===== config.mk =====
export PLATFORM = sky130hd
export DESIGN_NAME = spi_master_seq
export DESIGN_NICKNAME = d
export VERILOG_FILES = /design/src/rtl/spi_master_seq.sv
export SDC_FILE = /design/constraint.sdc
export NUM_CORES = 1
export LEC_CHECK = 0
export ABC_AREA = 0
export CAP_MARGIN = 10
export CORE_ASPECT_RATIO = 0.75
export CORE_MARGIN = 2
export CORE_UTILIZATION = 35
export DETAILED_ROUTE_END_ITERATION = 7
export PLACE_DENSITY_LB_ADDON = 0.15
export SLEW_MARGIN = 20
export SYNTH_ARGS = -nofsm -noshare
export SYNTH_HDL_FRONTEND = slang
export SYNTH_SLANG_ARGS = --single-unit

===== constraint.sdc =====
create_clock -name clk -period 2.79 [get_ports clk]
set_clock_uncertainty 0.15 [all_clocks]
set_input_delay 0.6975 -clock clk [delete_from_list [all_inputs] [get_ports clk]]
set_output_delay 0.6975 -clock clk [all_outputs]
set_load 0.05 [all_outputs]

===== src/rtl/spi_master_seq.sv =====
// Host-side sequencer for the SPI master. Host bytes queue in a TX FIFO and go to the master one at a time.
// Each byte the master returns is captured into an RX FIFO that the host reads out.
module spi_master_seq #(
   parameter int DEPTH   = 8,
   parameter int AW      = 3,
   parameter int TIMEOUT = 1023
) (
   input  logic          clk,
   input  logic          rst,
   input  logic          seq_en,
   input  logic          wr_en,
   input  logic [7:0]    wr_data,
   input  logic          rd_en,
   output logic [7:0]    rd_data,
   output logic          tx_full,
   output logic [AW:0]   tx_level,
   output logic          rx_empty,
   output logic [AW:0]   rx_level,
   output logic [7:0]    spi_tx_data,
   output logic          spi_trans_en,
   input  logic          spi_done,
   input  logic [7:0]    spi_rx_data,
   output logic          busy,
   output logic          ovf,
   output logic          tmo,
   input  logic          clr_err
);

   localparam int CW = $clog2(TIMEOUT + 1);
   localparam logic [AW:0] FULL_LVL = (AW + 1)'(DEPTH);
   localparam logic [CW-1:0] TMO_CNT = CW'(TIMEOUT);

   localparam logic [1:0] S_IDLE  = 2'd0;
   localparam logic [1:0] S_START = 2'd1;
   localparam logic [1:0] S_WAIT  = 2'd2;
   localparam logic [1:0] S_GAP   = 2'd3;

   logic [1:0]    state_reg, state_next;
   logic [7:0]    tx_mem [DEPTH];
   logic [7:0]    rx_mem [DEPTH];
   logic [AW-1:0] tx_wr_ptr_reg, tx_rd_ptr_reg, rx_wr_ptr_reg, rx_rd_ptr_reg;
   logic [AW:0]   tx_level_reg, rx_level_reg;
   logic [CW-1:0] cnt_reg;
   logic          done_q_reg;
   logic [7:0]    spi_tx_data_reg;
   logic          trans_en_reg, ovf_reg, tmo_reg;

   logic done_evt, launch, wait_done, wait_tmo;
   logic tx_push, tx_pop, rx_push, rx_pop;

   assign tx_full      = (tx_level_reg == FULL_LVL);
   assign rx_empty     = (rx_level_reg == '0);
   assign tx_level     = tx_level_reg;
   assign rx_level     = rx_level_reg;
   assign rd_data      = rx_mem[rx_rd_ptr_reg];
   assign spi_tx_data  = spi_tx_data_reg;
   assign spi_trans_en = trans_en_reg;
   assign busy         = (state_reg != S_IDLE);
   assign ovf          = ovf_reg;
   assign tmo          = tmo_reg;

   // A launch needs a free RX slot so the eventual capture can never overflow.
   always_comb begin
      done_evt   = spi_done & ~done_q_reg;
      launch     = (state_reg == S_IDLE) & seq_en & (tx_level_reg != '0) & (rx_level_reg != FULL_LVL);
      wait_done  = (state_reg == S_WAIT) & done_evt;
      wait_tmo   = (state_reg == S_WAIT) & ~done_evt & (cnt_reg == TMO_CNT);
      tx_push    = wr_en & ~tx_full;
      tx_pop     = launch;
      rx_push    = wait_done;
      rx_pop     = rd_en & ~rx_empty;
      state_next = state_reg;
      case (state_reg)
         S_IDLE:  if (launch) state_next = S_START;
         S_START: state_next = S_WAIT;
         S_WAIT:  if (wait_done || wait_tmo) state_next = S_GAP;
         default: state_next = S_IDLE;
      endcase
   end

   always_ff @(posedge clk) begin
      if (tx_push) tx_mem[tx_wr_ptr_reg] <= wr_data;
      if (rx_push) rx_mem[rx_wr_ptr_reg] <= spi_rx_data;
   end

   always_ff @(posedge clk or negedge rst) begin
      if (!rst) begin
         state_reg       <= S_IDLE;
         tx_wr_ptr_reg   <= '0;
         tx_rd_ptr_reg   <= '0;
         rx_wr_ptr_reg   <= '0;
         rx_rd_ptr_reg   <= '0;
         tx_level_reg    <= '0;
         rx_level_reg    <= '0;
         cnt_reg         <= '0;
         done_q_reg      <= 1'b0;
         spi_tx_data_reg <= 8'h00;
         trans_en_reg    <= 1'b0;
         ovf_reg         <= 1'b0;
         tmo_reg         <= 1'b0;
      end else begin
         state_reg    <= state_next;
         done_q_reg   <= spi_done;
         trans_en_reg <= launch;

         if (tx_push) tx_wr_ptr_reg <= tx_wr_ptr_reg + 1'b1;
         if (tx_pop) begin
            tx_rd_ptr_reg   <= tx_rd_ptr_reg + 1'b1;
            spi_tx_data_reg <= tx_mem[tx_rd_ptr_reg];
         end
         case ({tx_push, tx_pop})
            2'b10:   tx_level_reg <= tx_level_reg + 1'b1;
            2'b01:   tx_level_reg <= tx_level_reg - 1'b1;
            default: tx_level_reg <= tx_level_reg;
         endcase

         if (rx_push) rx_wr_ptr_reg <= rx_wr_ptr_reg + 1'b1;
         if (rx_pop)  rx_rd_ptr_reg <= rx_rd_ptr_reg + 1'b1;
         case ({rx_push, rx_pop})
            2'b10:   rx_level_reg <= rx_level_reg + 1'b1;
            2'b01:   rx_level_reg <= rx_level_reg - 1'b1;
            default: rx_level_reg <= rx_level_reg;
         endcase

         if (state_reg == S_START)
            cnt_reg <= '0;
         else if (state_reg == S_WAIT && !wait_done && !wait_tmo)
            cnt_reg <= cnt_reg + CW'(1);

         // Clear wins over a same-cycle set.
         if (clr_err)
            ovf_reg <= 1'b0;
         else if (wr_en && tx_full)
            ovf_reg <= 1'b1;

         if (clr_err)
            tmo_reg <= 1'b0;
         else if (wait_tmo)
            tmo_reg <= 1'b1;
      end
   end

endmodule


Run 1, metal 1:
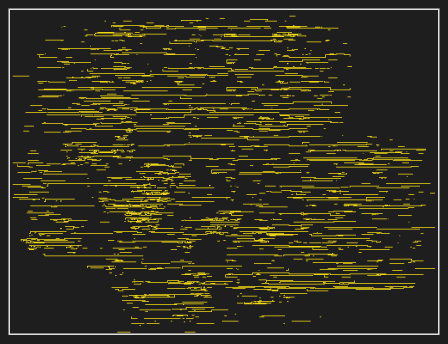
nets with wire on the layer: 518
longest straight run: 38.9 µm
share of all routed wire: 48%
wire length on this layer: 6,790 µm
main direction: horizontal

Run 1, sequential cells grouped by signal name:
Other sequential cells in the stronger grey, the rest of the logic in the fainter grey.
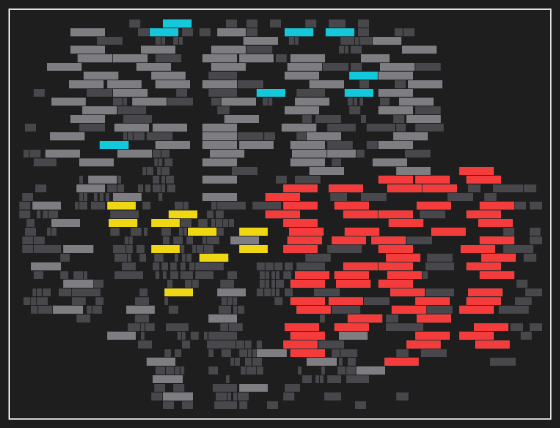
[red] rx_mem | flops: 64
[yellow] cnt_reg | flops: 10
[cyan] spi_tx_data | flops: 8 | where: top middle

Run 1, nets reached from selected ports:
Bar = 50 µm.
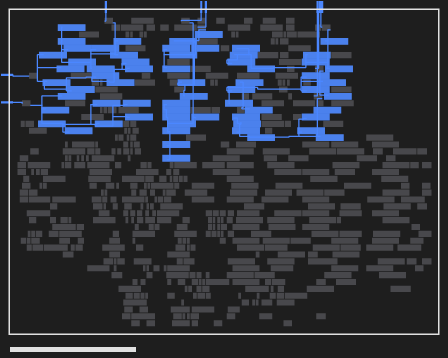
[blue] wr_data | direction: input | end cells: 64 | buffers: 8 | wire: 746 µm
PortBufs: 52
# IOs: 53

Run 1, routing congestion:
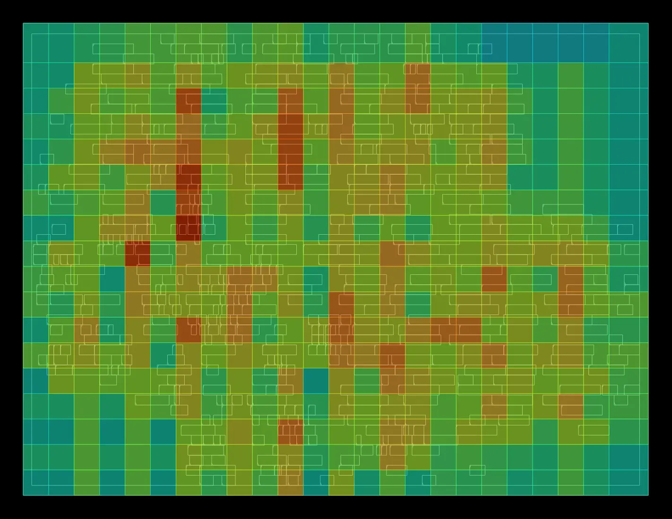
GRT met1 Usage: 19.0%
met3 Resource Use GR: 4.08%

==> impl_metrics.env, run 1 <==
# yosys + openroad results
export IMPL_maxSlewViolCount=0
export IMPL_p_sw_share_pct=36.0
export IMPL_grt_pass1_wl_um=22500
export IMPL_path_clk_slew_ns=0.07
export IMPL_detail_route_antenna_nets=0
export IMPL_postSynthCellCount=422
export IMPL_aoi_share_pct=3.14
export IMPL_drive_above_1_share_pct=26.3
export IMPL_via_count=3897
export IMPL_pg_clk_w=0.00228
export IMPL_area_delta_synth_final_pct=23.6
export IMPL_crit_start="rx_rd_ptr_reg[0]"
export IMPL_edf_count=128
export IMPL_drt_iter0_markers=242
export IMPL_rr_startpoint="tx_level[0]"
export IMPL_vdd_ir_drop_max_mv=0.646
export IMPL_hold_viol=0
export IMPL_power_frac_comb_pct=38.9
export IMPL_busiest_layer="met2"
export IMPL_clk_latency_ns=0.42
export IMPL_startpoint_type="flip-flop"
export IMPL_dp_cells=746
export IMPL_die_w_um=169
export IMPL_crit_required_ns=1.94
export IMPL_cts_sinks=172
export IMPL_dp_hpwl_um=9220
export IMPL_fin_hold_ws_ns=0.0998
export IMPL_routed_wl_um=14300
export IMPL_finalClockPeriodUsage_pct=103
export IMPL_p_comb_w=0.00374
export IMPL_pwr_share_clk_pct=23.8
export IMPL_ys_area_um2=7180
export IMPL_pwr_share_seq_pct=37.4
export IMPL_ys_sh_simple_pct=7.18
export IMPL_path_max_fanout=4
export IMPL_fin_tns_setup_ns=-0.510
export IMPL_cts_buffers=17
export IMPL_clock_path_buffers=2
export IMPL_mostFrequentLayoutCell="edfxtp_1"
export IMPL_root_buffer="clkbuf_16"
export IMPL_dr_pass1_iters=6
export IMPL_fmaxAchievable_ghz=0.349
export IMPL_max_slew_margin_pct=58.7
export IMPL_p_leak_nw=3.18
export IMPL_rsz0062_at_grt="true"
export IMPL_intPower_w=0.00616
export IMPL_synth_cellmix_xorXnorShare_pct=1.59
export IMPL_end_kind="primary output"
export IMPL_gp_congestion=0.766
export IMPL_yosys_cells=422
export IMPL_worst_pin_slew_ns=0.619
export IMPL_netlist_top_cells_area="edfxtp_1, dfrtp_1, mux4_1, mux4_2, ha_1"
export IMPL_core_area_um2=20200
export IMPL_grt_max_degree=45
export IMPL_avgSynthCellArea_um2=17.0
export IMPL_syn_nets=460
export IMPL_grt_pass1_vias=4058
export IMPL_finalWorstSetupSlack_ns=-0.0786
export IMPL_gr_total_overflow=0
export IMPL_num_antenna_cells=0
export IMPL_synth_cell_types=52
export IMPL_powerSeq_w=0.00359
export IMPL_die_area_um2=21700
export IMPL_grtUsageTotal_pct=14.2
export IMPL_ys_flops=172
export IMPL_final_instance_count_excl_fill=782
export IMPL_violations="setup timing"
export IMPL_synth_main_ff_cell="edfxtp_1"
export IMPL_final_nets=549
export IMPL_power_leader="combinational cells"
export IMPL_async_flop_share_pct=25.6
export IMPL_critical_path_class="flip-flop to primary output"
export IMPL_worst_ep_arrival_time_ns=2.02
export IMPL_warning_count=32
export IMPL_fin_area_um2=8870
export IMPL_hp_class="primary input to asynchronous set/reset pin"
export IMPL_yosysTopAreaCellShare_pct=53.6
export IMPL_die_h_um=128
export IMPL_num_rows=45
export IMPL_dpl_cell_area_um2=8230
export IMPL_run_status="finished with violations"
export IMPL_setup_viol=8
export IMPL_ys_warn_count=0
export IMPL_cts_tree="yes"
export IMPL_routedWlPerCell_um=18.2
export IMPL_nFillCells=1799
export IMPL_fa_ha_area_share_pct=2.72
export IMPL_synth_seq_share_pct=68.9
export IMPL_power_switching_w=0.00346
export IMPL_vias_per_cell=4.98
export IMPL_crit_end="rd_data[3]"
export IMPL_maxCapViolCount=0
export IMPL_r2r_end="tx_level[2]"
export IMPL_floorplan_core_util_pct=35.6
export IMPL_htree_levels=4
export IMPL_yosysTopAreaCell="edfxtp_1"
export IMPL_mux_share_pct=14.3
export IMPL_antenna_found_initial=0
export IMPL_powerDensity_nw_per_um2=1080
export IMPL_syn_area_um2=7180
export IMPL_reg2reg_depth=9
export IMPL_lay_top_cells="edfxtp_1, clkdlybuf4s50_1, dfrtp_1"
export IMPL_netlist_logic_family_top="multiplexers"
export IMPL_drc=0
export IMPL_fin_crit_ns=2.87
export IMPL_use_met2_pct=22.6
export IMPL_rrSetupSlack_ns=0.42
==> run 1: timing repair <==
action / in CTS / in global routing
hold buffers: 0 / 0
setup buffers: 3 / 0
endpoints found under the hold margin: 0 / 0
gates resized: 28 / 2
gates cloned: 2 / 0
endpoints found under the setup margin: 8 / 8
==> run 1: per-layer routing <==
metal  wire length [µm]  up-vias  share of wire (%)
met5                  0        -                  0
met4                160        0                1.1
met3                510        9                3.6
met2               6790       65                 48
met1               6790     2011                 48
li1                   -     1812                  -
==> run 1: layout make-up <==
| class | instances | area, µm² | area share [%] |
|---|---|---|---|
| well taps | 258 | 323 | 3.64 |
| inverters | 14 | 52.6 | 0.592 |
| clock inverters | 15 | 155 | 1.75 |
| repair buffers | 86 | 838 | 9.45 |
| flip-flops and latches | 172 | 4950 | 55.9 |
| multi-input cells | 220 | 2120 | 23.9 |
| clock buffers | 17 | 425 | 4.80 |
==> run 1: worst max-delay path, cell delays in order (launching register included) <==
cell	delay [ns]
dfrtp_2	0.39
bufbuf_16	0.27
mux4_2	0.50
mux2_4	0.30
buf_8	0.15
==> run 1: through the flow <==
stage / total power (W) / utilization, % / setup slack [ns]
3_3_place_gp: 0.00710 / 40.8 / 0.00934
5_1_grt: 0.0102 / 44.0 / -0.160
3_5_place_dp: 0.00718 / 40.8 / -0.0591
6_report: 0.00962 / 44.0 / -0.0786
4_1_cts: 0.00983 / 44.2 / -0.135
2_1_floorplan: 0.00613 / - / -0.0260
==> run 1: Yosys cell counts (all sizes together) (4+ instances only) <==
cell / instances
nand2: 27
nand2b: 10
nor4: 4
nor3: 9
a21oi: 15
o21ai: 5
edfxtp: 128
mux4: 32
xnor2: 8
nand3: 4
mux2: 13
xor2: 5
nor2: 28
clkbuf: 5
buf: 11
dfrtp: 44
ha: 14
inv: 14
mux2i: 10
Run 1, clock distribution:
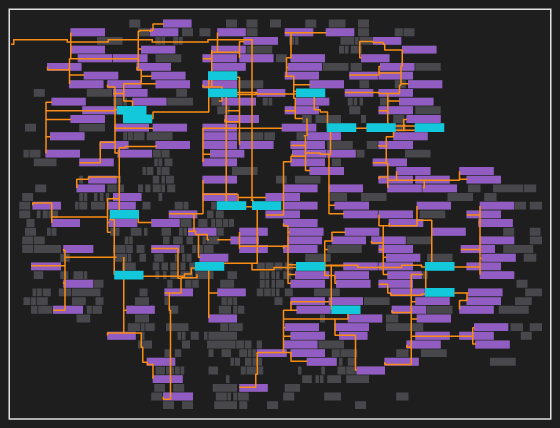

## Run 2: what changed since run 1
ABC_AREA = 1   (was 0)
Run 2, clock distribution:
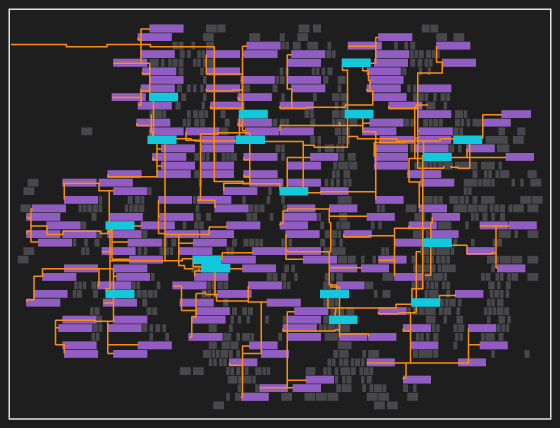
[orange] clock wires | length: 2,040 µm
[purple] flip-flops | count: 172
[cyan] cells driving clock nets | count: 17
routed clock nets: 18

Run 2, nets reached from selected ports:
Bar = 50 µm.
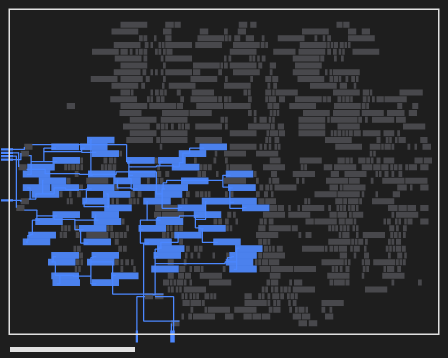
[blue] wr_data | direction: input | end cells: 64 | buffers: 8 | wire: 848 µm

==> run 2 against run 1 <==
  * Clock power decreased by 4%
  * Non-clock buffer count down 8
  * The flow now finishes without violations
  * Critical path type unchanged
  * Largest power group unchanged
  * Final cell count is 34% higher
  * Highest routed layer unchanged
==> impl_metrics.env, run 2 <==
# yosys + openroad results
export IMPL_numPortBuffers=52
export IMPL_crit_required_ns=1.94
export IMPL_gp_congestion=0.792
export IMPL_startpoint_type="flip-flop"
export IMPL_setup_viol=0
export IMPL_rr_startpoint="state_reg[1]"
export IMPL_buffers=78
export IMPL_maxCapViolCount=0
export IMPL_crit_start="rx_rd_ptr_reg[0]"
export IMPL_grt_pass1_vias=4774
export IMPL_drive_above_1_share_pct=11.1
export IMPL_routedWlPerCell_um=15.5
export IMPL_p_sw_share_pct=41.9
export IMPL_largest_class="sequential cells"
export IMPL_yosys_cells=678
export IMPL_synth_main_ff_cell="edfxtp_1"
export IMPL_pwr_share_clk_pct=22.7
export IMPL_via_count=4949
export IMPL_dp_cells=1015
export IMPL_crit_family="flip-flops"
export IMPL_antenna_found_initial=0
export IMPL_avgSynthCellArea_um2=10.9
export IMPL_final_instance_count_excl_fill=1046
export IMPL_async_flop_share_pct=25.6
export IMPL_die_h_um=130
export IMPL_ff_count=172
export IMPL_sh_comb_area_pct=24.3
export IMPL_num_antenna_cells=0
export IMPL_path_cells="buf_12 > nor2_1 > nor2_1 > o21ai_0 > o21ai_0 > nand2_1 > nand2_1 > buf_4"
export IMPL_area_combinational_um2=2150
export IMPL_intPower_w=0.00559
export IMPL_run_status="finished clean"
export IMPL_slowest_delay_ns=0.44
export IMPL_finalClockPeriodUsage_pct=93.4
export IMPL_cts_tree="yes"
export IMPL_clkbuf_count=17
export IMPL_power_leader="combinational cells"
export IMPL_ys_warn_count=0
export IMPL_p_leak_nw=3.49
export IMPL_power_frac_comb_pct=41.7
export IMPL_crit_end="rd_data[4]"
export IMPL_clock_path_buffers=2
export IMPL_synth_top_cell_by_count="nor2_1"
export IMPL_reg2reg_depth=12
export IMPL_clk_latency_ns=0.43
export IMPL_worstSetupPathDepth=8
export IMPL_fmaxAchievable_ghz=0.384
export IMPL_path_clk_slew_ns=0.07
export IMPL_power_switching_w=0.00403
export IMPL_die_area_um2=22200
export IMPL_htree_levels=4
export IMPL_fin_tns_setup_ns=0
export IMPL_hold_viol=0
export IMPL_inv_count=40
export IMPL_comb_cells=443
export IMPL_dr_pass1_iters=5
export IMPL_ys_area_um2=7370
export IMPL_ys_flops=172
export IMPL_yosysTopAreaCellShare_pct=52.2
export IMPL_tapCellCount=282
run 2: netlist changes by cell type after synthesis, moves of 11 or more:
cell     change
mux4_1      -16
nand2_1     +88
mux4_2      -16
a21oi_1     -11
o21ai_0     +76
nor2_1     +111
nand3_1     +37
mux2_2      -12
inv_1       +19
run 2: logic make-up after synthesis:
logic type               count (synthesis)  share of synthesized area [%]
AND/OR/NAND/NOR                        315                           17.7
AND-OR/OR-AND                           95                           6.59
adder cells (fa/ha/maj)                 15                           2.65
buffers and inverters                   63                           3.77
flip-flops                             172                           67.1
XOR/XNOR                                18                           2.14
run 2: repair_timing:
item / CTS / global route
endpoints found under the setup margin: 6 / 6
resized: 4 / 6
buffers inserted: 0 / 0
hold buffers: 0 / 0
run 2: stage by stage:
stage | utilization, % | cell area [µm²] | worst slack [ns] | hold WS (ns)
6_report | 43.3 | 8840 | 0.183 | 0.0551
5_1_grt | 43.3 | 8840 | 0.00619 | 0.0789
4_1_cts | 43.2 | 8830 | 0.0730 | 0.0609
3_5_place_dp | 40.5 | 8280 | -0.0192 | 0.319
3_3_place_gp | 40.5 | 8280 | 0.0973 | 0.316
2_1_floorplan | - | 7370 | 0.360 | 0.252
run 2: worst reg2reg max path, stage by stage (launching register included):
cell and delay (ns):
dfrtp_1 0.41, inv_1 0.09, ha_1 0.23, nand2_1 0.07, inv_1 0.07, nand3_2 0.08, inv_1 0.14, ha_1 0.24
xor2_1 0.23, ha_1 0.20, a21oi_1 0.06, xor2_1 0.16, o21ai_0 0.15
run 2: routing by layer:
metal,vias to the layer above,share of wire [%],track usage [%]
li1,2443,-,-
met1,2398,50,21.6
met2,92,45,23.9
met3,16,4.1,3.45
met4,0,1.1,5.03
met5,-,0,0
Power and IR drop assume default switching activity.
